Local utilization:
11 x 11 tiles, from black (low) to pale yellow (high), 0 to 100% covered.
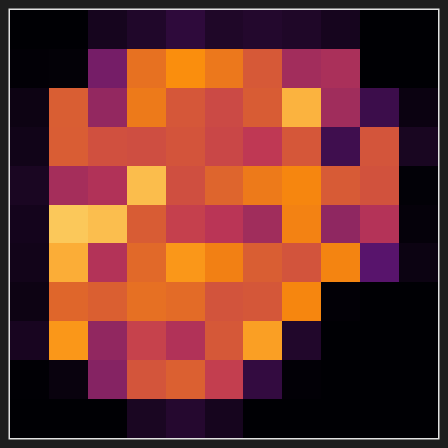
Metal layers overlaid:
The bar under the picture is 20 microns long. Only two layers are drawn.
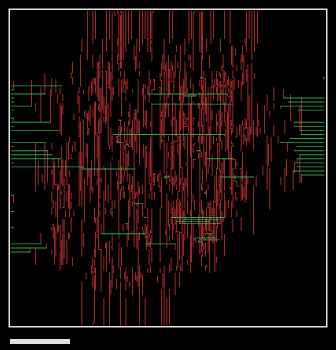
Register map, names as in the netlist:
The bar under the picture is 20 microns long. Other sequential cells in the stronger gray, the rest of the logic in the fainter gray.
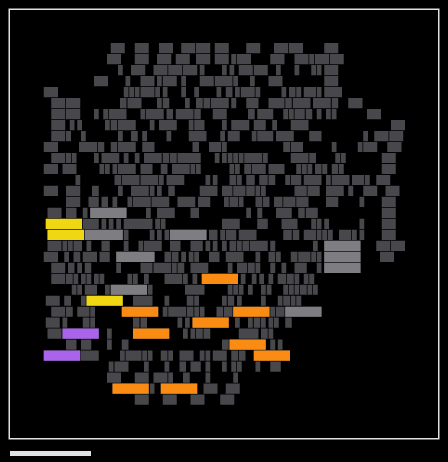
Routing congestion:
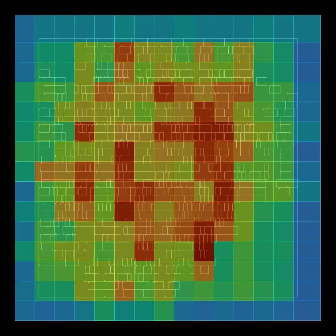
[src/rtl/systolic_pkg.sv]
// Shared types and helpers for the systolic array sequencer.
// Holds the controller state encoding, default sizes and the per-lane skew rule.
package systolic_pkg;

    localparam int N_DEF     = 4;
    localparam int K_MAX_DEF = 256;

    typedef enum logic [2:0] {
        S_IDLE,
        S_CLEAR,
        S_FEED,
        S_DRAIN,
        S_READOUT,
        S_DONE
    } ctrl_state_t;

    typedef struct packed {
        logic        en;
        logic [31:0] addr;
    } lane_sel_t;

    // Lane `lane` reads operand t-lane while 0 <= t-lane < k_len, giving the diagonal skew.
    function automatic lane_sel_t lane_calc(input logic [31:0] t,
                                            input logic [31:0] lane,
                                            input logic [31:0] k_len);
        lane_sel_t s;
        s.en   = (t >= lane) && ((t - lane) < k_len);
        s.addr = s.en ? (t - lane) : 32'd0;
        return s;
    endfunction

endpackage

[src/rtl/systolic_skew_lane.sv]
// One skewed read lane; row i of A and column i of B share identical timing.
module systolic_skew_lane
    import systolic_pkg::*;
#(
    parameter int LANE   = 0,
    parameter int T_W    = 9,
    parameter int ADDR_W = 8
) (
    input  logic [T_W-1:0]    t,
    input  logic [ADDR_W:0]   k_len,
    output logic              rd_en,
    output logic [ADDR_W-1:0] rd_addr
);

    lane_sel_t sel;

    // An offset that cannot be represented in the buffer address never enables the read.
    always_comb begin
        sel     = lane_calc(32'(t), LANE, 32'(k_len));
        rd_en   = sel.en && (sel.addr[31:ADDR_W] == '0);
        rd_addr = sel.addr[ADDR_W-1:0];
    end

endmodule

[src/rtl/systolic_ctrl.sv]
// Sequencer for an N x N output-stationary systolic array: clear, skewed feed, drain, row readout.
// Optional SYSTOLIC_CTRL_PERF_EN adds a saturating busy-cycle counter on port perf_cycles.
module systolic_ctrl
    import systolic_pkg::*;
#(
    parameter int  N      = N_DEF,
    parameter int  K_MAX  = K_MAX_DEF,
    localparam int ADDR_W = $clog2(K_MAX)
) (
    input  logic                  clk,
    input  logic                  rst,
    input  logic                  start,
    input  logic [ADDR_W:0]       k_len,
    output logic                  busy,
    output logic                  pe_clr,
    output logic [N-1:0]          a_rd_en,
    output logic [N*ADDR_W-1:0]   a_rd_addr,
    output logic [N-1:0]          b_rd_en,
    output logic [N*ADDR_W-1:0]   b_rd_addr,
    output logic                  res_valid,
    output logic [$clog2(N)-1:0]  res_row,
    input  logic                  res_ready,
    output logic                  done
`ifdef SYSTOLIC_CTRL_PERF_EN
    ,
    output logic [31:0]           perf_cycles
`endif
);

    localparam int              T_W     = $clog2(K_MAX + N);
    localparam int              R_W     = $clog2(N);
    localparam int              KL_W    = ADDR_W + 1;
    localparam logic [KL_W-1:0] K_MAX_L = KL_W'(K_MAX);
    localparam logic [31:0]     N_U     = N;

    ctrl_state_t         state, state_n;
    logic [T_W-1:0]      t_cnt, t_n;
    logic [R_W-1:0]      r_cnt, r_n;
    logic [KL_W-1:0]     k_reg, k_n;
    logic [N-1:0]        lane_en;
    logic [N*ADDR_W-1:0] lane_addr;
    logic                cmd_ok;

    assign cmd_ok = start && (k_len != '0) && (k_len <= K_MAX_L);

    always_ff @(posedge clk or posedge rst) begin
        if (rst) begin
            state <= S_IDLE;
            t_cnt <= '0;
            r_cnt <= '0;
            k_reg <= '0;
        end else begin
            state <= state_n;
            t_cnt <= t_n;
            r_cnt <= r_n;
            k_reg <= k_n;
        end
    end

    // t counts feed steps in FEED and is reused as the drain timer in DRAIN.
    always_comb begin
        state_n = state;
        t_n     = t_cnt;
        r_n     = r_cnt;
        k_n     = k_reg;
        case (state)
            S_IDLE: begin
                if (cmd_ok) begin
                    k_n     = k_len;
                    state_n = S_CLEAR;
                end
            end
            S_CLEAR: begin
                t_n     = '0;
                state_n = S_FEED;
            end
            S_FEED: begin
                if (32'(t_cnt) == 32'(k_reg) + N_U - 32'd2) begin
                    t_n     = '0;
                    state_n = S_DRAIN;
                end else begin
                    t_n = t_cnt + T_W'(1);
                end
            end
            S_DRAIN: begin
                if (32'(t_cnt) == N_U - 32'd1) begin
                    t_n     = '0;
                    r_n     = '0;
                    state_n = S_READOUT;
                end else begin
                    t_n = t_cnt + T_W'(1);
                end
            end
            S_READOUT: begin
                if (res_ready) begin
                    if (r_cnt == R_W'(N - 1)) begin
                        r_n     = '0;
                        state_n = S_DONE;
                    end else begin
                        r_n = r_cnt + R_W'(1);
                    end
                end
            end
            S_DONE:  state_n = S_IDLE;
            default: state_n = S_IDLE;
        endcase
    end

    for (genvar i = 0; i < N; i++) begin : g_lane
        systolic_skew_lane #(
            .LANE   (i),
            .T_W    (T_W),
            .ADDR_W (ADDR_W)
        ) u_lane (
            .t       (t_cnt),
            .k_len   (k_reg),
            .rd_en   (lane_en[i]),
            .rd_addr (lane_addr[i*ADDR_W +: ADDR_W])
        );
    end

    always_comb begin
        busy      = (state != S_IDLE);
        pe_clr    = (state == S_CLEAR);
        a_rd_en   = (state == S_FEED) ? lane_en   : '0;
        a_rd_addr = (state == S_FEED) ? lane_addr : '0;
        b_rd_en   = (state == S_FEED) ? lane_en   : '0;
        b_rd_addr = (state == S_FEED) ? lane_addr : '0;
        res_valid = (state == S_READOUT);
        res_row   = r_cnt;
        done      = (state == S_DONE);
    end

`ifdef SYSTOLIC_CTRL_PERF_EN
    // Restarts on an accepted command, then counts every busy cycle up to saturation.
    always_ff @(posedge clk or posedge rst) begin
        if (rst) begin
            perf_cycles <= '0;
        end else if (state == S_IDLE) begin
            if (cmd_ok) begin
                perf_cycles <= '0;
            end
        end else if (perf_cycles != 32'hFFFF_FFFF) begin
            perf_cycles <= perf_cycles + 32'd1;
        end
    end
`endif

endmodule

[config.mk]
export PLATFORM = sky130hd
export DESIGN_NAME = systolic_ctrl
export DESIGN_NICKNAME = d
export VERILOG_FILES = /design/src/rtl/systolic_pkg.sv /design/src/rtl/systolic_skew_lane.sv /design/src/rtl/systolic_ctrl.sv
export SDC_FILE = /design/constraint.sdc
export NUM_CORES = 1
export LEC_CHECK = 0
export ABC_AREA = 1
export CAP_MARGIN = 15
export CORE_MARGIN = 8
export CORE_UTILIZATION = 40
export DETAILED_ROUTE_END_ITERATION = 10
export PLACE_DENSITY = 0.71
export SLEW_MARGIN = 20
export SYNTH_ARGS = -nofsm -noshare
export SYNTH_HDL_FRONTEND = slang
export SYNTH_SLANG_ARGS = --single-unit
[constraint.sdc]
create_clock -name clk -period 5.3 [get_ports clk]
set_clock_uncertainty 0.05 [all_clocks]
set_input_delay 1.06 -clock clk [delete_from_list [all_inputs] [get_ports clk]]
set_output_delay 1.06 -clock clk [all_outputs]
set_load 0.01 [all_outputs]
==> out/qor.txt <==
Num CTS Buffers -> 3
FP Core Util -> 0.4026
Hold/Removal Path Class -> reg2reg
Hold_buf cts -> 0
Logic family by area -> simple AND/OR/NAND/NOR gates
Main synth FF type -> dfrtp_1
Largest net degree at the start of global routing -> 31
Power Clock -> 0.118 mW
Comb area -> 2141 sq um
CP max FO -> 9
Post CTS Setup Buffer Count -> 0
Met1 WL -> 4278 microns
Post-layout instance area -> 4020 sq um
Vias in the first global route -> 3,232
I/O Buffers -> 90
Finished Core Util -> 0.4993
Dpl cell area -> 3943 sq um
Met1 usage -> 0.2057
Least-Margin Pin Slew -> 910.4 ps
Yosys synthesis chip area -> 3242 sq um
# DRC -> 0
H-tree Lvls -> 1
Filler cells -> 833
CTS tree -> done
Switching fraction of total power -> 0.5524
DRT Pass-1 Iters -> 4
Wire per inst -> 15.19 microns
Clk pwr share -> 0.047
Die area -> 11,240 sq um
Slowest CP cell -> clkdlybuf4s50_1
FF+latch area -> 578.1 sq um
Top cells by area, synth -> dfrtp_1 (18%), ha_1 (17%), nand2_1 (14%), buf_4 (9.3%), nor2_1 (7.6%)
Pins over their slew limit -> 0
Comb pwr share -> 0.815
Hold_ws -> 524.4 ps
DPL Wire Length -> 7847 microns
Net Switching -> 1.391 mW
Placed cells -> 631
Post-synth net total -> 538
Yosys cell types -> 42
Clk pin slew, worst setup/hold paths -> 90 ps
ANT cells -> 0
Stage-log warning count -> 34
Status -> complete, no violations
Max IR drop VDD -> 0.0003250 V
Seq power -> 0.348 mW
WL met3 -> 599 microns
CP delay by family, top -> AND-OR/OR-AND gates
XOR/XNOR Fraction of Synth Area -> 0.05673
Core box area -> 8051 sq um
Ys Warns -> 0
Reg power frac -> 0.138
Top power group -> combinational cells
FFs w/ async S/R, synth -> 1.000
Buffers plus inverters on the worst setup path -> 2
Final Power -> 2.518 mW
Violation count after the first detailed-route iteration -> 232
Most numerous logic cell after layout -> nand2_1
Share of layout cells above drive strength 1 -> 0.08475
Area leader share -> 0.1775
Critical path, cell by cell -> clkinvlp_4, ha_1, xor2_2, nor2_1, a21oi_1, ha_1, a21oi_1, o21ai_0, nor3b_1, o21ai_1, nand3_2, nor2_1, clkdlybuf4s50_1
Die W -> 106.0 microns
Detail Route Antenna Nets -> 0
Critical Path Source Type -> flip-flop
Yosys cell count -> 481
Unrepaired setup endpoints after global routing -> no
Post-CTS Resized -> 1
Static Leak -> 1.881 nW
Synth cell count leaders -> nand2_1 (120), nor2_1 (66), ha_1 (44)
P_comb -> 2.05 mW
About 'local utilization':
- densest ninth of the die: center
- fullest tile: 88%
- nearly empty tiles: 24%
- emptiest ninth of the die: south-east
- mean over tiles: 35%
- tiles over 75% full: 7.4%

About 'metal layers overlaid':
- green: M3 (wire length 600 microns)
- red: M2 (wire length 4,670 microns)

About 'register map, names as in the netlist':
- purple: res_row (flops 2)
- orange: k_reg (flops 9; where south)
- yellow: state (flops 3)

About 'routing congestion':
met2 usage: 0.2922
met3 GRT Util: 0.03509

final timing paths:
kind | start | endpoint | slack, ps | cells after the start
hold / removal | res_row[0] | res_row[0] | 520 | 1
max in group asynchronous | rst | t_cnt[1] | 3360 | 2
setup reg to reg | t_cnt[1] | t_cnt[8] | 2900 | 13
setup / recovery | t_cnt[1] | a_rd_addr[9] | 280 | 13
hold reg to reg | res_row[0] | res_row[0] | 520 | 1
min in group asynchronous | rst | k_reg[0] | 1230 | 2
final cells by class:
type                            instances  share of cell area
Timing Repair Buffer                   92              0.2278
Multi-Input combinational cell        362              0.5325
Inverter                               50             0.05104
Sequential cell                        23              0.1438
Clock buffer                            3             0.01027
Clock inverter                          1            0.001867
Tap cell                              105             0.03268
Power and IR drop assume default switching activity.
